$ cat config.mk
export PLATFORM = sky130hd
export DESIGN_NAME = cla_pipe_adder_flat
export DESIGN_NICKNAME = d
export VERILOG_FILES = /design/src/rtl/cla_pipe_adder_if.sv /design/src/rtl/cla_pipe_adder.sv /design/src/flat_wrapper.sv
export SDC_FILE = /design/constraint.sdc
export NUM_CORES = 1
export LEC_CHECK = 0
export CAP_MARGIN = 25
export CORE_ASPECT_RATIO = 1.75
export CORE_MARGIN = 1
export CORE_UTILIZATION = 55
export DETAILED_ROUTE_END_ITERATION = 10
export PLACE_DENSITY_LB_ADDON = 0.2
export SYNTH_ARGS = -nofsm -noshare
export SYNTH_HDL_FRONTEND = slang
export SYNTH_SLANG_ARGS = --single-unit
$ cat constraint.sdc
create_clock -name clk_i -period 3.64 [get_ports clk_i]
set_clock_uncertainty 0.1 [all_clocks]
set_input_delay 0.728 -clock clk_i [delete_from_list [all_inputs] [get_ports clk_i]]
set_output_delay 0.728 -clock clk_i [all_outputs]
set_load 0.02 [all_outputs]
$ cat src/rtl/cla_pipe_adder_if.sv
// Operand/result handshake bundle for cla_pipe_adder.
// master = producer/consumer side, slave = the adder.
interface cla_pipe_adder_if #(
  parameter int unsigned WIDTH = 16
);
  logic             in_valid;
  logic             in_ready;
  logic [WIDTH-1:0] a;
  logic [WIDTH-1:0] b;
  logic             cin;
  logic             sub;
  logic             out_valid;
  logic             out_ready;
  logic [WIDTH-1:0] sum;
  logic             c_out;
  logic             ovf;

  modport master (
    output in_valid, a, b, cin, sub, out_ready,
    input  in_ready, out_valid, sum, c_out, ovf
  );

  modport slave (
    input  in_valid, a, b, cin, sub, out_ready,
    output in_ready, out_valid, sum, c_out, ovf
  );
endinterface

$ cat src/rtl/cla_pipe_adder.sv
// Pipelined carry look-ahead adder/subtractor: one BLOCK-bit group resolved per stage,
// group carry registered between stages, valid/ready with a global stall enable.
module cla_pipe_adder #(
  parameter int unsigned WIDTH = 16,
  parameter int unsigned BLOCK = 4
) (
  input  logic              clk_i,
  input  logic              rst_ni,
  cla_pipe_adder_if.slave   bus
);

  localparam int unsigned NUM_BLK = WIDTH / BLOCK;

  if (WIDTH == 0 || BLOCK == 0 || (WIDTH % BLOCK) != 0) begin : g_param_check
    $error("cla_pipe_adder: WIDTH must be a non-zero multiple of BLOCK");
  end

  // Flat sum-of-products carries: c[i+1] = g[i] | p[i]g[i-1] | ... | p[i..0]ci.
  function automatic logic [BLOCK:0] lookahead(input logic [BLOCK-1:0] p,
                                               input logic [BLOCK-1:0] g,
                                               input logic             ci);
    logic [BLOCK:0] c;
    logic           term;
    c    = '0;
    c[0] = ci;
    for (int i = 0; i < BLOCK; i++) begin
      term = ci;
      for (int j = 0; j <= i; j++) term = term & p[j];
      c[i+1] = term;
      for (int j = 0; j <= i; j++) begin
        term = g[j];
        for (int m = j + 1; m <= i; m++) term = term & p[m];
        c[i+1] = c[i+1] | term;
      end
    end
    return c;
  endfunction

  logic [NUM_BLK-1:0]            vld_q, vld_d;
  logic [NUM_BLK-1:0]            cy_q, cy_d;
  logic [NUM_BLK-1:0][WIDTH-1:0] a_q, a_d;
  logic [NUM_BLK-1:0][WIDTH-1:0] bp_q, bp_d;
  logic [NUM_BLK-1:0][WIDTH-1:0] sum_q, sum_d;
  logic                          ovf_q, ovf_d;
  logic                          adv;

  assign adv          = ~vld_q[NUM_BLK-1] | bus.out_ready;
  assign bus.in_ready = adv;

  for (genvar k = 0; k < NUM_BLK; k++) begin : g_stage
    logic [WIDTH-1:0] src_a, src_bp, src_sum, nsum;
    logic             src_cy, src_vld;
    logic [BLOCK-1:0] p, g;
    logic [BLOCK:0]   c;

    if (k == 0) begin : g_first
      assign src_vld = bus.in_valid;
      assign src_a   = bus.a;
      assign src_bp  = bus.sub ? ~bus.b : bus.b;
      assign src_cy  = bus.sub | bus.cin;
      assign src_sum = '0;
    end else begin : g_next
      assign src_vld = vld_q[k-1];
      assign src_a   = a_q[k-1];
      assign src_bp  = bp_q[k-1];
      assign src_cy  = cy_q[k-1];
      assign src_sum = sum_q[k-1];
    end

    assign p = src_a[k*BLOCK +: BLOCK] ^ src_bp[k*BLOCK +: BLOCK];
    assign g = src_a[k*BLOCK +: BLOCK] & src_bp[k*BLOCK +: BLOCK];
    assign c = lookahead(p, g, src_cy);

    always_comb begin
      nsum                    = src_sum;
      nsum[k*BLOCK +: BLOCK]  = p ^ c[BLOCK-1:0];
    end

    assign vld_d[k] = src_vld;
    assign a_d[k]   = src_a;
    assign bp_d[k]  = src_bp;
    assign cy_d[k]  = c[BLOCK];
    assign sum_d[k] = nsum;

    if (k == NUM_BLK - 1) begin : g_last
      assign ovf_d = c[BLOCK] ^ c[BLOCK-1];
    end
  end

  // Operands leaving the final stage have no consumer.
  logic unused_tail;
  assign unused_tail = ^{a_q[NUM_BLK-1], bp_q[NUM_BLK-1]};

  always_ff @(posedge clk_i) begin
    if (!rst_ni) begin
      vld_q <= '0;
      cy_q  <= '0;
      a_q   <= '0;
      bp_q  <= '0;
      sum_q <= '0;
      ovf_q <= 1'b0;
    end else if (adv) begin
      vld_q <= vld_d;
      cy_q  <= cy_d;
      a_q   <= a_d;
      bp_q  <= bp_d;
      sum_q <= sum_d;
      ovf_q <= ovf_d;
    end
  end

  assign bus.out_valid = vld_q[NUM_BLK-1];
  assign bus.sum       = sum_q[NUM_BLK-1];
  assign bus.c_out     = cy_q[NUM_BLK-1];
  assign bus.ovf       = ovf_q;

endmodule

$ cat src/flat_wrapper.sv
// flat-port wrapper written by rule: the top's interface ports become plain ports
module cla_pipe_adder_flat 
#(
  parameter int unsigned WIDTH = 16,
  parameter int unsigned BLOCK = 4
)
  (clk_i, rst_ni, bus_in_valid, bus_a, bus_b, bus_cin, bus_sub, bus_out_ready, bus_in_ready, bus_out_valid, bus_sum, bus_c_out, bus_ovf);
  cla_pipe_adder_if #(.WIDTH(WIDTH)) bus_i ();
  input  logic clk_i;
  input  logic rst_ni;
  input wire logic [$bits(bus_i.in_valid)-1:0] bus_in_valid;
  input wire logic [$bits(bus_i.a)-1:0] bus_a;
  input wire logic [$bits(bus_i.b)-1:0] bus_b;
  input wire logic [$bits(bus_i.cin)-1:0] bus_cin;
  input wire logic [$bits(bus_i.sub)-1:0] bus_sub;
  input wire logic [$bits(bus_i.out_ready)-1:0] bus_out_ready;
  output wire logic [$bits(bus_i.in_ready)-1:0] bus_in_ready;
  output wire logic [$bits(bus_i.out_valid)-1:0] bus_out_valid;
  output wire logic [$bits(bus_i.sum)-1:0] bus_sum;
  output wire logic [$bits(bus_i.c_out)-1:0] bus_c_out;
  output wire logic [$bits(bus_i.ovf)-1:0] bus_ovf;
  assign bus_i.in_valid = bus_in_valid;
  assign bus_i.a = bus_a;
  assign bus_i.b = bus_b;
  assign bus_i.cin = bus_cin;
  assign bus_i.sub = bus_sub;
  assign bus_i.out_ready = bus_out_ready;
  assign bus_in_ready = bus_i.in_ready;
  assign bus_out_valid = bus_i.out_valid;
  assign bus_sum = bus_i.sum;
  assign bus_c_out = bus_i.c_out;
  assign bus_ovf = bus_i.ovf;
  cla_pipe_adder #(.WIDTH(WIDTH), .BLOCK(BLOCK)) u_core (.clk_i(clk_i), .rst_ni(rst_ni), .bus(bus_i));
endmodule
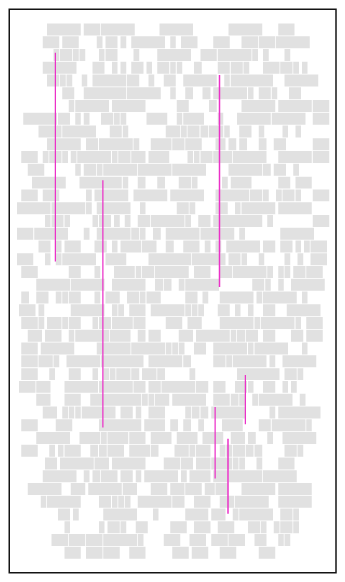
**Above:** the metal 4 layer.
Cells faint in the background.
- nets with wire on the layer: 5
- main direction: vertical
wire length reported by the detailed router: 8608 µm
via count: 3442

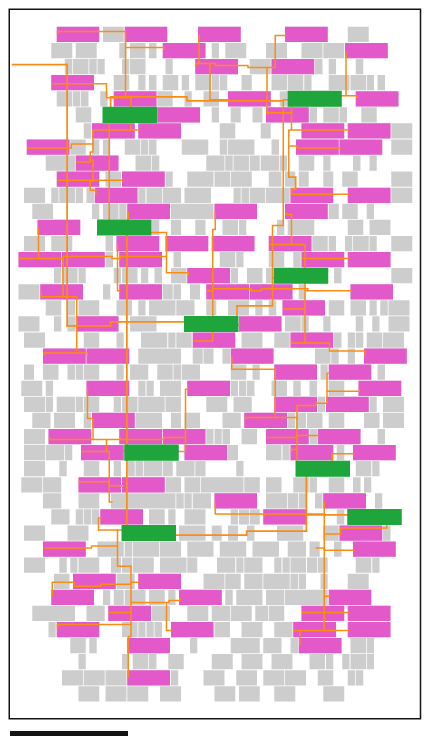
**Above:** clock network drawn from the DEF.
Bar = 20 µm.
- clock-net drivers: green (count 9)
- clock wires: orange (length 1030 µm)
- flip-flops: magenta (count 97)
- routed clock nets: 10
Clock group: 0.894 mW
clock latency on the worst-skew pair: 0.34 ns
part of the total power dissipated in the clock network: 38.2%

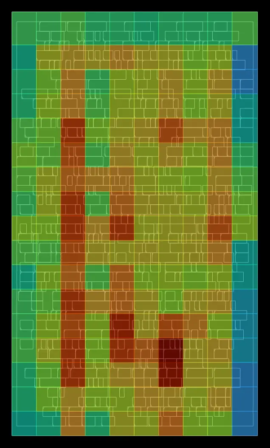
**Above:** congestion heat map.
global routing met2 resource utilization: 38.96%
most utilized layer in the global route result: met2

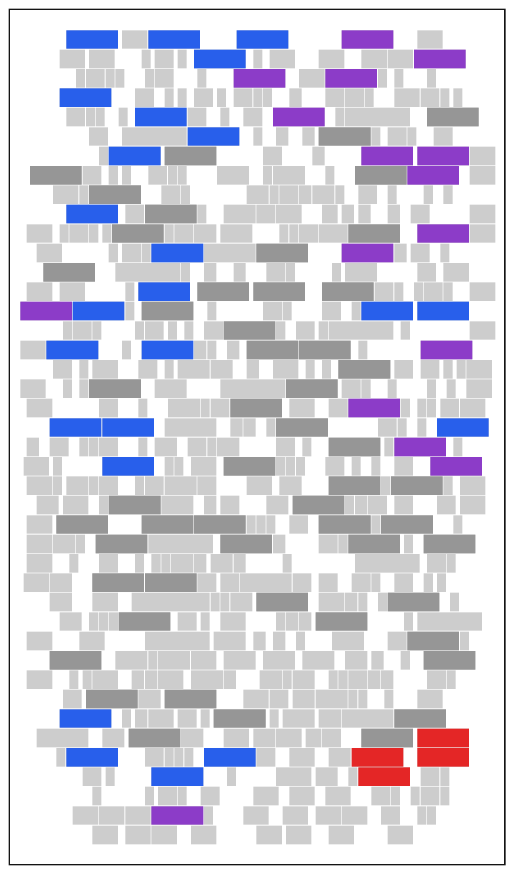
**Above:** register map, names as in the netlist.
Other sequential cells in the stronger gray, the rest of the logic in the fainter gray.
- `u_core.vld_q`: red (sequential cells 4; where bottom right)
- `u_core.bus.sum`: purple (sequential cells 16)
- `u_core.g_stage.src_a`: blue (sequential cells 24)

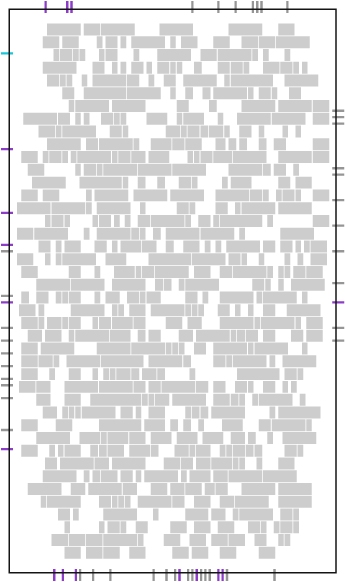
**Above:** ports around the boundary.
Pins as bars across the die edge, other pins in gray.
- `clk_i`: cyan (pins 1; direction input; edge left)
- `bus_a`: purple (pins 16; direction input; edge 7 bottom, 5 left, 3 top, 1 right)
Horiz. Die Dim: 69.28 µm
chip height: 119.7 µm
# port buffers: 57

==> power breakdown <==
| part | switching, mW | internal, mW | total, mW |
|---|---|---|---|
| clock | 0.369 | 0.525 | 0.894 |
| combinational | 0.131 | 0.144 | 0.275 |
| sequential | 0.0398 | 1.13 | 1.17 |
| total | 0.541 | 1.80 | 2.34 |
==> synth_stat cells <==
cell / number / area share [%]
sky130_fd_sc_hd__nor3_1: 1 / 0.11
sky130_fd_sc_hd__fa_1: 4 / 1.8
sky130_fd_sc_hd__a21oi_1: 4 / 0.46
sky130_fd_sc_hd__o2111ai_1: 8 / 1.6
sky130_fd_sc_hd__clkbuf_1: 22 / 1.9
sky130_fd_sc_hd__xnor2_1: 16 / 3.2
sky130_fd_sc_hd__inv_2: 1 / 0.086
sky130_fd_sc_hd__o211a_1: 20 / 4.6
sky130_fd_sc_hd__nand3_1: 16 / 1.8
sky130_fd_sc_hd__nor2_1: 4 / 0.34
sky130_fd_sc_hd__ha_1: 20 / 5.7
sky130_fd_sc_hd__inv_1: 11 / 0.95
sky130_fd_sc_hd__nor2b_4: 1 / 0.32
sky130_fd_sc_hd__o21a_1: 5 / 0.86
sky130_fd_sc_hd__dfxtp_1: 97 / 45
sky130_fd_sc_hd__buf_2: 11 / 1.3
sky130_fd_sc_hd__o21ai_0: 9 / 1.0
sky130_fd_sc_hd__a21o_1: 4 / 0.69
sky130_fd_sc_hd__a21boi_0: 67 / 12
sky130_fd_sc_hd__buf_6: 2 / 0.52
sky130_fd_sc_hd__or2_2: 1 / 0.14
sky130_fd_sc_hd__xor2_1: 4 / 0.80
sky130_fd_sc_hd__nand2_1: 158 / 14
sky130_fd_sc_hd__o221a_2: 1 / 0.26
sky130_fd_sc_hd__or4_1: 8 / 1.4
sky130_fd_sc_hd__nor4_1: 1 / 0.14
sky130_fd_sc_hd__buf_4: 1 / 0.17
==> state kept, by name, summed over array words and instances, names as in the netlist <==
signal / count
u_core.cy_q: 4
u_core.bus.sum: 16
u_core.g_stage.src_sum: 24
u_core.g_stage.src_bp: 24
u_core.vld_q: 4
u_core.bus.ovf: 1
u_core.g_stage.src_a: 24
==> worst reg2reg max path: cells and delay by family (launching register included) <==
family                   cells  cell delay, ns
AND-OR/OR-AND                1            0.27
AND/OR/NAND/NOR              2            0.61
flip-flops                   1            0.34
adder cells (fa/ha/maj)      2            0.51
==> metal layers <==
metal  part of all wire (%)  GRT usage [%]  up-vias
li1                       -              -     1744
met1                     44          26.09     1627
met2                     52          38.96       57
met3                    2.5          4.618       14
met4                    2.1          10.20        0
met5                      0              0        -
==> placed cells by master (no fill, tap or decap), drive strengths merged, types with 3 or more instances in the layout <==
cell type,instances
nand2,158
dfxtp,97
a21boi,67
clkdlybuf4s50,56
o211a,20
ha,20
xnor2,16
nand3,16
inv,12
clkbuf,11
o21ai,9
o2111ai,8
or4,8
buf,7
o21a,5
xor2,4
a21o,4
nor2,4
a21oi,4
fa,4
clkinv,3
==> kinds of logic after synthesis <==
family / after synthesis / share of synthesized area (%)
compound gates: 118 / 21.05
xor+xnor: 20 / 4.020
buf+inv: 48 / 4.882
simple gates: 190 / 17.89
fa+ha+maj: 24 / 7.582
flops: 97 / 44.57
==> impl_metrics.yaml <==
# yosys + openroad results
outcome:
  status: "completed"
job:
  log.warning_count: 32
yosys:
  netlist_area_um2: 4357
  syn-instance-count: 497
  synth_sequential_area_ratio_pct: 44.57
global_route:
  pin_count_of_the_biggest_net_entering_global_routing: 114
final_timing:
  grt_setup_unrepaired: "false"
  final-hold-violation-count: 0
final_layout:
  finish.net_count: 597
  antennaDiodeCount: 0
  multi_input_gate_share_of_total_cell_area_pct: 42.35
hold_path:
  hold_class: "reg -> reg"
setup_path:
  worst-path-buf-inv: 3
  end_kind: "primary output"
  worst_flop_to_flop_path_endpoint: "u_core.bus.sum[15]$_SDFFE_PN0P_"
  reg2reg_depth: 5
clock_tree:
  cts_tree: "built"
  h-tree-depth: 3
  clk_pin_slew_ns: 0.06
  cts_inserted_buffers: 9
power_and_ir_drop:
  power.total_mw: 2.341
floorplanning:
  floorplan.rows: 42
Power and IR drop assume default switching activity.
